### Clock wires, drivers and flops, run 1

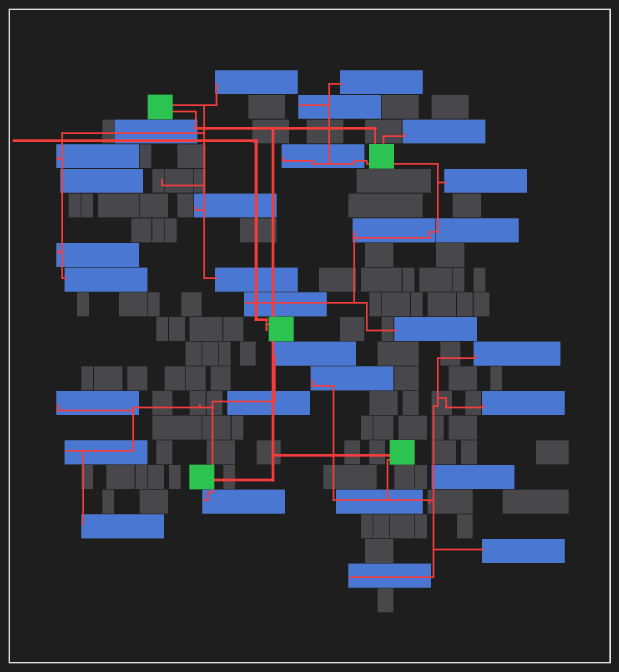
### Pin placement, run 1

Pins as bars across the die edge, other pins in grey.
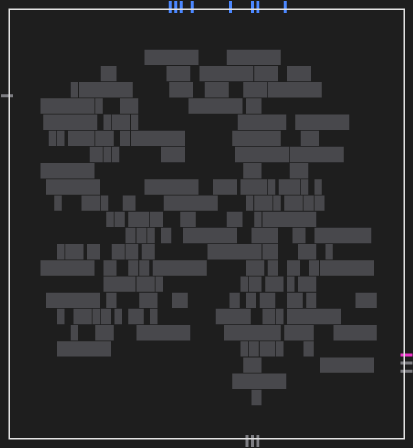
### Clock nets, run 1

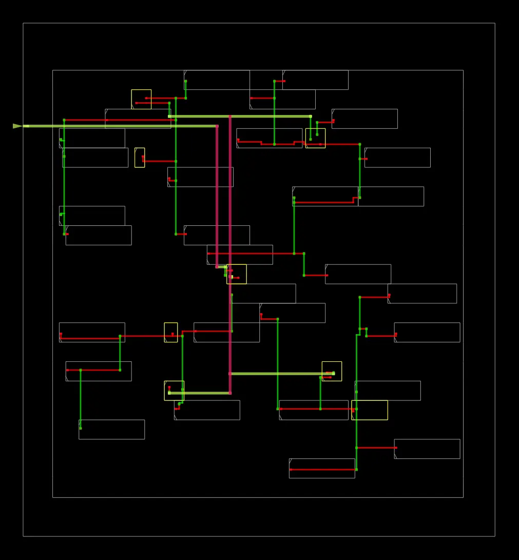
### Sizing map, run 1

Bar = 20 um.
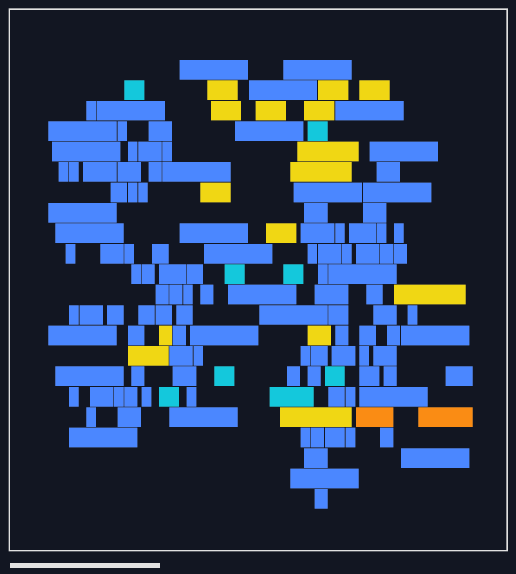
## config.mk

```make
export PLATFORM = sky130hd
export DESIGN_NAME = uart_tx_flat
export DESIGN_NICKNAME = d
export VERILOG_FILES = /design/src/rtl/uart_tx_if.sv /design/src/rtl/uart_tx.sv /design/src/flat_wrapper.sv
export SDC_FILE = /design/constraint.sdc
export NUM_CORES = 1
export LEC_CHECK = 0
export CELL_PAD_IN_SITES_DETAIL_PLACEMENT = 0
export CELL_PAD_IN_SITES_GLOBAL_PLACEMENT = 2
export CORE_ASPECT_RATIO = 1.1
export CORE_MARGIN = 4
export CORE_UTILIZATION = 40
export DETAILED_ROUTE_END_ITERATION = 10
export DONT_BUFFER_PORTS = 1
export PLACE_DENSITY = 0.82
export SETUP_SLACK_MARGIN = 0.15
export SYNTH_ARGS = -nofsm -noshare
export SYNTH_HDL_FRONTEND = slang
export SYNTH_SLANG_ARGS = --single-unit
```

## constraint.sdc

```tcl
create_clock -name i_clk -period 2.45 [get_ports i_clk]
set_input_delay 0.49 -clock i_clk [delete_from_list [all_inputs] [get_ports i_clk]]
set_output_delay 0.49 -clock i_clk [all_outputs]
set_load 0.02 [all_outputs]
```

## src/rtl/uart_tx_if.sv

```systemverilog
// Parallel-side handshake and status bundle for the UART transmitter.
// The host drives the word and valid; the transmitter returns ready,
// the serial line and its busy/done status.
interface uart_tx_if #(
   parameter int BUS_WIDTH = 8
);
   logic [BUS_WIDTH-1:0] i_tx_bus;
   logic                 i_tx_valid;
   logic                 o_tx_ready;
   logic                 o_tx_serial;
   logic                 o_tx_active;
   logic                 o_tx_done;

   modport master (
      output i_tx_bus,
      output i_tx_valid,
      input  o_tx_ready,
      input  o_tx_serial,
      input  o_tx_active,
      input  o_tx_done
   );

   modport slave (
      input  i_tx_bus,
      input  i_tx_valid,
      output o_tx_ready,
      output o_tx_serial,
      output o_tx_active,
      output o_tx_done
   );
endinterface

```

## src/rtl/uart_tx.sv

```systemverilog
// UART transmitter: start bit, BUS_WIDTH data bits LSB first, optional
// parity bit and one or two stop bits. Every output is a flop so the TX
// pin never sees combinational glitches.
module uart_tx #(
   parameter int BAUD_RATE   = 115200,
   parameter int CLK_FREQ    = 300000000,
   parameter int BUS_WIDTH   = 8,
   parameter int PARITY      = 0,
   parameter int STOP_BITS   = 1,
   parameter int CLK_PER_BIT = CLK_FREQ / BAUD_RATE
) (
   input logic      i_clk,
   input logic      i_rst_n,
   uart_tx_if.slave tx
);

   localparam int CNT_W = (CLK_PER_BIT > 2) ? $clog2(CLK_PER_BIT) : 1;
   localparam int IDX_W = (BUS_WIDTH > 1) ? $clog2(BUS_WIDTH) : 1;
   localparam logic [CNT_W-1:0] CNT_LAST = CNT_W'(CLK_PER_BIT - 1);
   localparam logic [IDX_W-1:0] IDX_LAST = IDX_W'(BUS_WIDTH - 1);
   localparam bit HAS_PARITY = (PARITY == 1) || (PARITY == 2);
   localparam bit EVEN_PARITY = (PARITY == 2);
   localparam bit LAST_STOP = (STOP_BITS == 2);

   typedef enum logic [2:0] {
      ST_IDLE,
      ST_START,
      ST_DATA,
      ST_PARITY,
      ST_STOP
   } state_t;

   state_t               state;
   logic [CNT_W-1:0]     bit_cnt;
   logic [IDX_W-1:0]     bit_idx;
   logic [IDX_W-1:0]     next_idx;
   logic [BUS_WIDTH-1:0] shift_reg;
   logic                 parity_bit;
   logic                 stop_idx;
   logic                 cnt_wrap;
   logic                 serial;
   logic                 ready;
   logic                 active;
   logic                 done;

   assign cnt_wrap = (bit_cnt == CNT_LAST);
   assign next_idx = bit_idx + IDX_W'(1);

   assign tx.o_tx_serial = serial;
   assign tx.o_tx_ready  = ready;
   assign tx.o_tx_active = active;
   assign tx.o_tx_done   = done;

   // Frame sequencer: bit timing counter, state walk and registered line/status outputs
   always_ff @(posedge i_clk or negedge i_rst_n) begin
      if (!i_rst_n) begin
         state      <= ST_IDLE;
         bit_cnt    <= '0;
         bit_idx    <= '0;
         shift_reg  <= '0;
         parity_bit <= 1'b0;
         stop_idx   <= 1'b0;
         serial     <= 1'b1;
         ready      <= 1'b1;
         active     <= 1'b0;
         done       <= 1'b0;
      end else begin
         done <= 1'b0;
         if (state != ST_IDLE) begin
            bit_cnt <= cnt_wrap ? '0 : bit_cnt + CNT_W'(1);
         end
         case (state)
            ST_IDLE: begin
               serial  <= 1'b1;
               ready   <= 1'b1;
               active  <= 1'b0;
               bit_cnt <= '0;
               if (tx.i_tx_valid && ready) begin
                  shift_reg  <= tx.i_tx_bus;
                  parity_bit <= EVEN_PARITY ? (^tx.i_tx_bus) : ~(^tx.i_tx_bus);
                  state      <= ST_START;
                  serial     <= 1'b0;
                  ready      <= 1'b0;
                  active     <= 1'b1;
               end
            end
            ST_START: begin
               if (cnt_wrap) begin
                  bit_idx <= '0;
                  serial  <= shift_reg[0];
                  state   <= ST_DATA;
               end
            end
            ST_DATA: begin
               if (cnt_wrap) begin
                  if (bit_idx == IDX_LAST) begin
                     bit_idx <= '0;
                     if (HAS_PARITY) begin
                        serial <= parity_bit;
                        state  <= ST_PARITY;
                     end else begin
                        serial   <= 1'b1;
                        stop_idx <= 1'b0;
                        state    <= ST_STOP;
                     end
                  end else begin
                     bit_idx <= next_idx;
                     serial  <= shift_reg[next_idx];
                  end
               end
            end
            ST_PARITY: begin
               if (cnt_wrap) begin
                  serial   <= 1'b1;
                  stop_idx <= 1'b0;
                  state    <= ST_STOP;
               end
            end
            ST_STOP: begin
               serial <= 1'b1;
               if (cnt_wrap) begin
                  if (stop_idx == LAST_STOP) begin
                     state  <= ST_IDLE;
                     ready  <= 1'b1;
                     active <= 1'b0;
                     done   <= 1'b1;
                  end else begin
                     stop_idx <= 1'b1;
                  end
               end
            end
            default: begin
               state  <= ST_IDLE;
               serial <= 1'b1;
               ready  <= 1'b1;
               active <= 1'b0;
            end
         endcase
      end
   end

endmodule

```

## src/flat_wrapper.sv

```systemverilog
// flat-port wrapper written by rule: the top's interface ports become plain ports
module uart_tx_flat 
#(
   parameter int BAUD_RATE   = 115200,
   parameter int CLK_FREQ    = 300000000,
   parameter int BUS_WIDTH   = 8,
   parameter int PARITY      = 0,
   parameter int STOP_BITS   = 1,
   parameter int CLK_PER_BIT = CLK_FREQ / BAUD_RATE
)
  (i_clk, i_rst_n, tx_i_tx_bus, tx_i_tx_valid, tx_o_tx_ready, tx_o_tx_serial, tx_o_tx_active, tx_o_tx_done);
  uart_tx_if #(.BUS_WIDTH(BUS_WIDTH)) tx_i ();
  input logic i_clk;
  input logic i_rst_n;
  input wire logic [$bits(tx_i.i_tx_bus)-1:0] tx_i_tx_bus;
  input wire logic [$bits(tx_i.i_tx_valid)-1:0] tx_i_tx_valid;
  output wire logic [$bits(tx_i.o_tx_ready)-1:0] tx_o_tx_ready;
  output wire logic [$bits(tx_i.o_tx_serial)-1:0] tx_o_tx_serial;
  output wire logic [$bits(tx_i.o_tx_active)-1:0] tx_o_tx_active;
  output wire logic [$bits(tx_i.o_tx_done)-1:0] tx_o_tx_done;
  assign tx_i.i_tx_bus = tx_i_tx_bus;
  assign tx_i.i_tx_valid = tx_i_tx_valid;
  assign tx_o_tx_ready = tx_i.o_tx_ready;
  assign tx_o_tx_serial = tx_i.o_tx_serial;
  assign tx_o_tx_active = tx_i.o_tx_active;
  assign tx_o_tx_done = tx_i.o_tx_done;
  uart_tx #(.BAUD_RATE(BAUD_RATE), .CLK_FREQ(CLK_FREQ), .BUS_WIDTH(BUS_WIDTH), .PARITY(PARITY), .STOP_BITS(STOP_BITS), .CLK_PER_BIT(CLK_PER_BIT)) u_core (.i_clk(i_clk), .i_rst_n(i_rst_n), .tx(tx_i));
endmodule
```

==> out/metrics.yaml, run 1 <==
yosysMostFrequentCell: "dfrtp_1"
largest_reg_flops: 12
seq_share: 0.468
wire_per_inst_um: 15.1
grtUsageMet3: 0.0517
port_buffers: 0
clockBufferDepth: 2
slew_violations: 0
postCtsSetupBuffers: 0
hold_violations: 0
slowest_stage: "dfrtp_1"
register_area_um2: 753
syn-instance-count: 135
num_io_pins: 15
crit_path_frequent_cell: "ha_1"
die_x_um: 66.1
postSynthAreaPerCell_um2: 11.0
top_layer_used: "met4"
placed_cells: 179
clk_pin_slew_ns: 0.10
final_antenna_net_count: 0
crit_fanout: 6
top_cells_by_count: "28 x dfrtp_1, 16 x nor2_1, 9 x nand2_1"
worst-path-stages: 6
reg2reg_from: "u_core.bit_idx[0]"
vias: 1013
n_all_buffers: 4
timing.rr.end: "u_core.tx.o_tx_serial"
warnings: 26
worst-endpoint-arrival_ns: 2.16
m1WireLength_um: 1230
rsz0062_at_grt: "false"
edf_count: 0
taps: 48
largest_area_cell: "dfrtp_1"
gp_congestion: 0.763
cpPeakStageDelay_ns: 0.47
routed_wl_um: 2850
path_buffers: 0
layout.cells.non_filler: 189
postLayoutCoreUtil: 0.468
cts_root_buf: "clkbuf_4"
place_hpwl_um: 1980
antenna_found_initial: 0
fillers: 346
outcome: "completed"
top_area_frac: 0.472
critPathTopFamily: "adder cells"
setup_tns_ns: 0
setup_slack_ns: 0.558
drt-initial-drc-count: 67
worst_slew_pin_slew_ns: 0.453
comb_area_um2: 672
start_kind: "flip-flop"
grt_overflow: 0
clock-sinks: 30
grt-busiest-layer: "met2"
drv_cap: 0
nets: 154
inverters: 5
comb_cells: 94
fin_crit_ns: 1.89
endpoint_kind: "flip-flop"
holdWs_ns: 0.299
ff_type: "dfrtp_1"
first_global_vias: 988
power_uw: 1420
path_cells: "ha_1 > ha_1 > mux4_2 > mux2i_1 > or3_1 > a32oi_1"
viasPerCell: 5.36
clock_area_frac: 0.0373
netlist_area_um2: 1480
grt_max_degree: 31
insertion_delay_ns: 0.33
drcViolationCount: 0
yosys.stat.seqShare: 0.508
critPathRequiredTime_ns: 2.71
initial_core_util: 0.431
endpoint: "u_core.tx.o_tx_serial"
comb_share: 0.418
About 'Clock wires, drivers and flops':
legend:
  red:
    item: clock wires
    length: 440 um
  green:
    item: clock drivers
    count: 5
  blue:
    item: flip-flops
    count: 30
routed clock nets: 6

About 'Pin placement':
legend:
  blue:
    port: `tx_i_tx_bus`
    pins: 8
    direction: input
    edge: top
  magenta:
    port: `tx_o_tx_serial`
    pins: 1
    direction: output
    edge: right

About 'Clock nets':
flip-flops: 30
skew final: 0.00943 ns
CLK BUF: 7
TritonCTS Buffers: 5

About 'Sizing map':
legend:
  orange:
    size: _6 and larger
    cells: 2
    share: 1.4%
  yellow:
    size: _2 cells
    cells: 15
    share: 11%
    most_used: mux2_2
  blue:
    size: _0 and _1 cells
    cells: 116
    share: 82%
    most_used: dfrtp_1
  cyan:
    size: _3 and _4 cells
    cells: 8
    share: 5.7%
    most_used: clkbuf_4

-- run 1: power breakdown --
group	internal, uW	total, uW	switching, uW
Combinational	175	326	151
Clock	139	314	175
Sequential	641	782	141
-- run 1: cell families (layout without fill, tap and decap cells) --
| group | Yosys count | count (layout) | share of synthesized area |
|---|---|---|---|
| fa+ha+maj | 3 | 3 | 0.0253 |
| buf+inv | 11 | 17 | 0.0396 |
| simple gates | 51 | 51 | 0.182 |
| compound gates | 20 | 20 | 0.0944 |
| xor+xnor | 9 | 9 | 0.0531 |
| mux | 11 | 11 | 0.0978 |
| flops | 30 | 30 | 0.508 |
-- run 1: cell usage in the layout (no fill, tap or decap), drive strengths merged, types with 3 or more instances in the layout --
cell type	n
buf	3
nor3	4
nor2	16
dfrtp	28
nand4	4
ha	3
a21oi	3
xnor2	4
nand3	7
xor2	5
mux2	8
clkbuf	7
a22o	3
inv	5
nand2	9
o21ai	5
or3	3
-- run 1: timing repair --
item | CTS | global route
hold endpoints to repair | 30 | 0
hold buffers | 2 | 0
resized | 0 | 0
-- run 1: worst min path at each step --
stage / startpoint / to / slack [ns] / cells after the start
2_1_floorplan: i_rst_n / u_core.bit_cnt[0] / 0.19 / 0
3_3_place_gp: i_rst_n / u_core.tx.o_tx_done / 0.20 / 0
3_5_place_dp: i_rst_n / u_core.tx.o_tx_done / 0.20 / 0
4_1_cts: tx_i_tx_bus[4] / u_core.shift_reg[4] / 0.28 / 1
5_1_grt: tx_i_tx_bus[3] / u_core.shift_reg[3] / 0.27 / 1
6_report: tx_i_tx_bus[4] / u_core.shift_reg[4] / 0.30 / 1
-- run 1: worst reg2reg max path: stages, from the launching register on --
cell and delay, ns:
dfrtp_1 0.47, ha_1 0.24, ha_1 0.32, mux4_2 0.24, mux2i_1 0.07, or3_1 0.34
a32oi_1 0.15
==> run 1 -> run 2 <==
- clock period: 2.45 -> 1.79 ns (I/O delays scaled with it)
### Clock nets, run 2

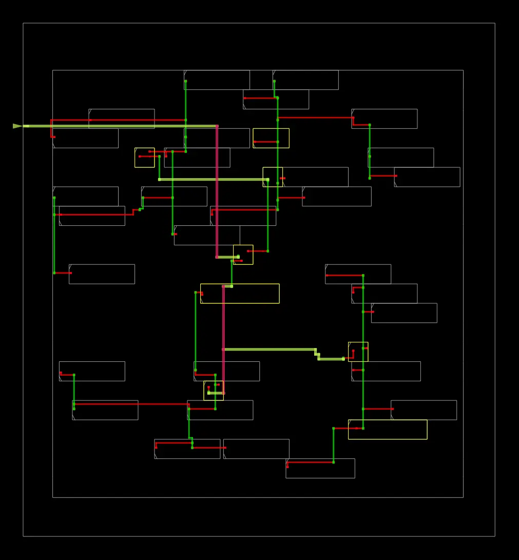
CLK BUF: 6
Sink Count: 30

### Sizing map, run 2

Bar = 20 um.
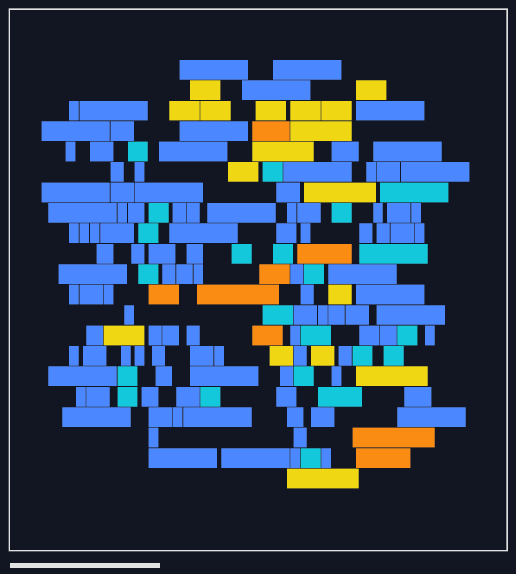
legend:
  blue:
    size: _0 and _1 cells
    cells: 108
    share: 70%
    most_used: dfrtp_1
  orange:
    size: _6 and larger
    cells: 8
    share: 5.2%
    most_used: buf_6
  yellow:
    size: _2 cells
    cells: 17
    share: 11%
    most_used: mux2_2
  cyan:
    size: _3 and _4 cells
    cells: 22
    share: 14%
    most_used: buf_4

### Cell classes on the final placement, run 2

Bar = 20 um.
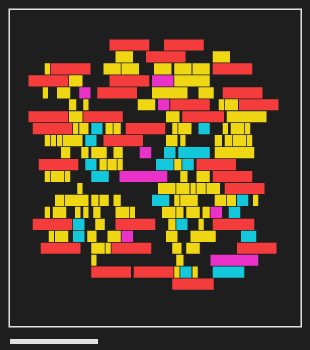
legend:
  magenta:
    class: clock drivers and dummy loads
    cells: 8
    share_of_their_area: 6.3%
  red:
    class: flops
    cells: 30
    share_of_their_area: 43%
  cyan:
    class: other buffers and delay cells
    cells: 18
    share_of_their_area: 9.8%
  yellow:
    class: combinational and other logic
    cells: 99
    share_of_their_area: 41%

==> run 2 against run 1 <==
Die size did not move. First-iteration DRC count fell by 46%. Synthesized area did not move. Critical path depth fell by 1. Cell count rose by 7.4%. Clock skew fell by 0.0011 ns. Sequential cell count did not move. Register-to-register slack got worse by 0.53 ns. Synthesized cell count did not move.
==> out/metrics.yaml, run 2 <==
outcome: "completed"
worst_slew_pin_slew_ns: 0.347  # -0.106 ns
clockBufferDepth: 2  # unchanged
wire_per_inst_um: 14.8  # -1.6%
grt_max_degree: 31  # unchanged
drv_cap: 0  # unchanged
ff_type: "dfrtp_1"
drt-initial-drc-count: 36  # -46%
first_global_vias: 1103  # +12%
hp-start: "tx_i_tx_bus[4]"
final_antenna_net_count: 0  # unchanged
cts_hold_buf: 2  # unchanged
clk_pin_slew_ns: 0.10  # about the same
nets: 168  # +9.1%
drcViolationCount: 0  # unchanged
core_um2: 3440
ys_cells: 135
worst-endpoint-arrival_ns: 1.98  # -0.18 ns
final_common_cell: "dfrtp_1"
endpoint_kind: "flip-flop"
port_buffers: 0  # unchanged
lay_top_cells: "27 x dfrtp_1, 16 x nor2_1, 12 x buf_4"
hold_violations: 0  # unchanged
num_io_pins: 15  # unchanged
top_area_frac: 0.472  # unchanged
largest_area_cell: "dfrtp_1"
cts_buffers: 5  # unchanged
syn-instance-count: 135  # unchanged
die_x_um: 66.1  # unchanged
warnings: 28  # +7.7%
post_cts_resized: 1  # +1
viasPerCell: 5.36  # about the same
largest_reg_flops: 12  # unchanged
routed_wl_um: 3010  # +5.7%
gp_congestion: 0.795  # +4.1%
fin_crit_ns: 1.76  # -0.134 ns
cts_root_buf: "clkbuf_4"
initial_core_util: 0.431  # unchanged
antenna_found_initial: 0  # unchanged
grt_overflow: 0  # unchanged
postCtsSetupBuffers: 0  # unchanged
cpPeakStageDelay_ns: 0.44  # -0.03 ns
vias: 1089  # +7.5%
rsz0062_at_grt: "true"
netlist_area_um2: 1480  # unchanged
postSynthAreaPerCell_um2: 11.0  # unchanged
path_cells: "nor4b_2 > nand4_1 > buf_4 > or3_4 > a22o_1"
edf_count: 0  # unchanged
holdWs_ns: 0.175  # -0.125 ns
grt.total_usage: 0.137
place_hpwl_um: 2090  # +5.4%
start_kind: "flip-flop"
power_uw: 2320  # +63%
top_cells_by_count: "28 x dfrtp_1, 16 x nor2_1, 9 x nand2_1"
yosys.stat.seqShare: 0.508  # unchanged
yosysMostFrequentCell: "dfrtp_1"
insertion_delay_ns: 0.32  # about the same
crit_fanout: 4  # -2
critPathRequiredTime_ns: 2.01  # -0.70 ns
slew_violations: 0  # unchanged
postLayoutCoreUtil: 0.532  # +0.0644
slowest_stage: "dfrtp_1"
==> run 2: cell counts after synthesis <==
No cell type changed its count.
==> run 2: worst max-delay path: cells and delay by family, from the launching register on <==
kind / cells / cell delay, ns
buf+inv: 1 / 0.19
simple gates: 3 / 0.81
flops: 1 / 0.44
compound gates: 1 / 0.22
==> run 2: logic make-up after synthesis <==
group / synth area share
AND/OR/NAND/NOR: 0.182
flip-flops: 0.508
AND-OR/OR-AND: 0.0944
buffers and inverters: 0.0396
multiplexers: 0.0978
XOR/XNOR: 0.0531
adder cells (fa/ha/maj): 0.0253
==> run 2: final cells by class <==
cell class              instances  area [um^2]
flip-flops and latches         30          754
inverters                       5         18.8
clock inverters                 2         60.1
multi-input cells              94          712
fillers                       321         1610
clock buffers                   6         51.3
well taps                      48         60.1
repair buffers                 18          174
==> run 2: final timing paths <==
path,endpoint,slack (ns),depth (start not counted)
min reg2reg,u_core.shift_reg[6],0.52,1
min in group asynchronous,u_core.bit_idx[2],0.50,2
max in group asynchronous,u_core.tx.o_tx_ready,1.05,2
max,u_core.bit_idx[1],0.03,5
min,u_core.shift_reg[4],0.17,1
max reg2reg,u_core.bit_idx[1],0.03,5
==> run 2: metrics by stage <==
stage	cells	instance area, um^2	setup slack [ns]
finish	203	1830	0.0313
global route	203	1830	-0.0734
CTS	199	1770	0.0804
detailed placement	189	1620	0.0929
global placement	189	1620	0.102
floorplan	135	1510	0.151
==> run 2: per-layer routing <==
layer  vias to the layer above  GRT usage  wire length, um
met1                       544      0.156             1310
met3                         5     0.0423              112
li1                        520          -                -
met4                         0     0.0542               33
met5                         -          0                0
met2                        20      0.237             1550
==> run 2: power by group <==
group          internal (uW)  switching (uW)  total, uW  leakage (uW)
combinational            309             273        581      0.000333
sequential               876             150       1030      0.000381
clock                    473             239        712     0.0000585
==> run 2 -> run 3 <==
- SKIP_CTS_REPAIR_TIMING: not set -> 1
- TNS_END_PERCENT: not set -> 30
### Clock nets, run 3

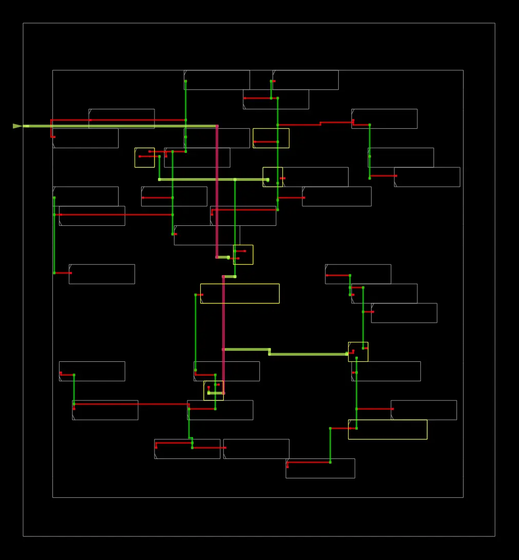
skew final: 0.00782 ns
Clk power: 713 uW
Latency at later pin: 0.32 ns

### Cell classes on the final placement, run 3

Bar = 20 um.
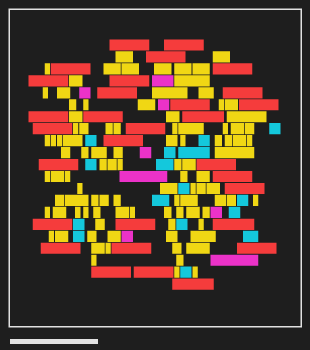
legend:
  yellow:
    class: combinational and other logic
    cells: 99
    share_of_their_area: 42%
  magenta:
    class: clock drivers and dummy loads
    cells: 8
    share_of_their_area: 6.4%
  cyan:
    class: other buffers and delay cells
    cells: 16
    share_of_their_area: 8.1%
  red:
    class: flops
    cells: 30
    share_of_their_area: 43%

==> run 3 against run 2 <==
Setup slack better by 0.076 ns. Cell count down 0.99%. Largest power group unchanged. Final area decreased by 1.0%. Clock-buffer cell count did not move. Synthesized area stayed put. Highest routed layer unchanged.
==> out/metrics.yaml, run 3 <==
antenna_found_initial: 0  # unchanged
path_buffers: 0  # -1
core_um2: 3440  # unchanged
largest_reg_flops: 12  # unchanged
outcome: "completed"
path_cells: "ha_4 > ha_4 > mux4_2 > mux2i_1 > or3_1 > a32oi_1"
warnings: 27  # -3.6%
area_leaders: "dfrtp_1 47%, mux2_2 6.1%, nor2_1 4.0%"
fin_crit_ns: 1.68  # -0.0757 ns
critPathTopFamily: "flip-flops"
ys_sh_xor: 0.0531  # unchanged
drcViolationCount: 0  # unchanged
drv_cap: 0  # unchanged
power.leakage_uw: 0.000763
hold_violations: 0  # unchanged
syn-num-nets: 149
final_antenna_net_count: 0  # unchanged
largest_area_cell: "dfrtp_1"
first_global_vias: 1091  # -1.1%
cpPeakStageDelay_ns: 0.44  # about the same
slew_violations: 0  # unchanged
yosys.stat.seqShare: 0.508  # unchanged
postSynthAreaPerCell_um2: 11.0  # unchanged
holdWs_ns: 0.176  # +0.00122 ns
critPathRequiredTime_ns: 2.03  # +0.02 ns
crit_path_frequent_cell: "ha_4"
grt.total_usage: 0.135  # -0.00228
clockBufferDepth: 2  # unchanged
layout.cells.non_filler: 201  # -0.99%
grt_overflow: 0  # unchanged
die_x_um: 66.1  # unchanged
drt-initial-drc-count: 36  # unchanged
worst_slew_pin_slew_ns: 0.445  # +0.0980 ns
ys_cells: 135  # unchanged
placed_cells: 189  # unchanged
start_kind: "flip-flop"
grt_max_degree: 31  # unchanged
num_io_pins: 15  # unchanged
synthSimpleGateAreaFrac: 0.182  # unchanged
synth-compound-area-share: 0.0944  # unchanged
place_ws_ns: 0.0929  # unchanged
endpoint_kind: "flip-flop"
crit_fanout: 3  # -1
port_buffers: 0  # unchanged
worst-endpoint-arrival_ns: 1.92  # -0.06 ns
initial_core_util: 0.431  # unchanged
viasPerCell: 5.31  # -1.0%
critical_path_class: "reg2reg"
rows: 22
top_cells_by_count: "28 x dfrtp_1, 16 x nor2_1, 9 x nand2_1"
vias: 1067  # -2.0%
syn-instance-count: 135  # unchanged
mux_share: 0.0978  # unchanged
routed_wl_um: 2930  # -2.5%
dr.pass1.iters: 4
adder_share: 0.0253  # unchanged
lay_top_cells: "27 x dfrtp_1, 15 x nor2_1, 12 x buf_4"
ff_type: "dfrtp_1"
placed_area_um2: 1620  # unchanged
gp_congestion: 0.795  # unchanged
netlist_area_um2: 1480  # unchanged
diodes: 0
h-tree-depth: 2
top_area_frac: 0.472  # unchanged
nets: 166  # -1.2%
clk_pin_slew_ns: 0.10  # about the same
slowest_stage: "dfrtp_2"
yosysMostFrequentCell: "dfrtp_1"
wire_per_inst_um: 14.6  # -1.6%
power_uw: 2290  # -1.4%
edf_count: 0  # unchanged
place_hpwl_um: 2090  # unchanged
top_logic_kind: "simple AND/OR/NAND/NOR gates"
fin_crit_sh: 0.940
rsz0062_at_grt: "true"
cts_buffers: 5  # unchanged
postLayoutCoreUtil: 0.527  # -0.00545
final_common_cell: "dfrtp_1"
clock-sinks: 30  # unchanged
cts_root_buf: "clkbuf_4"
maxSlewHeadroom: 0.703
### Sizing map, run 3

Bar = 20 um.
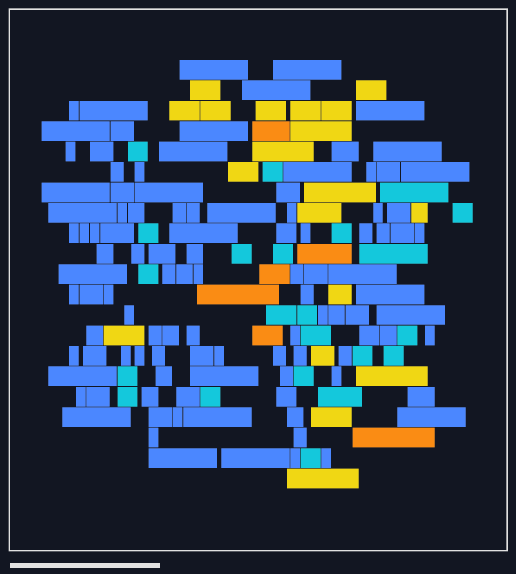
fin area: 1810 um^2
final setup margin: 0.107 ns
Area Overhead vs Synth: 22.1%
Non-CTS buffers: 16

## run 3: cell counts after synthesis
No cell type changed its count.
## run 3: worst paths after layout
check	to	start	slack, ns	depth (start not counted)
setup / recovery	u_core.tx.o_tx_serial	u_core.bit_idx[0]	0.11	6
hold / removal	u_core.shift_reg[4]	tx_i_tx_bus[4]	0.18	1
setup reg to reg	u_core.tx.o_tx_serial	u_core.bit_idx[0]	0.11	6
hold reg to reg	u_core.bit_cnt[0]	u_core.bit_cnt[0]	0.46	1
max in group asynchronous	u_core.tx.o_tx_serial	i_rst_n	1.04	2
min in group asynchronous	u_core.bit_idx[0]	i_rst_n	0.50	2
## run 3: layer usage
layer | up-vias | global-route usage | part of all wire
met5 | - | 0 | 0
met4 | 0 | 0.0542 | 0.012
met3 | 5 | 0.0423 | 0.041
met2 | 18 | 0.235 | 0.52
met1 | 527 | 0.151 | 0.43
li1 | 517 | - | -
## run 3: worst register-to-register path, delay by kind of cell, from the launching register on
kind                       cells  cell delay, ns
and+or+nand+nor                1            0.30
adders and majority gates      2            0.41
AOI/OAI and AO/OA              1            0.17
muxes                          2            0.28
DFF                            1            0.44
## run 3: layout make-up
cell class / count / area, um^2
Fill cell: 322 / 1630
Sequential cell: 30 / 754
Multi-Input combinational cell: 94 / 724
Timing Repair Buffer: 16 / 143
Clock inverter: 2 / 60.1
Tap cell: 48 / 60.1
Clock buffer: 6 / 51.3
Inverter: 5 / 18.8
## run 3: where the power goes
part / switching (uW) / total (uW) / internal (uW)
Sequential: 151 / 1030 / 875
Clock: 239 / 713 / 473
Combinational: 262 / 547 / 284
Total: 653 / 2290 / 1630
## run 3: kinds of logic after synthesis
logic type      Yosys count
flops                    30
xor+xnor                  9
compound gates           20
fa+ha+maj                 3
mux                      11
buf+inv                  11
simple gates             51
Power is estimated from default activity; no workload was simulated.
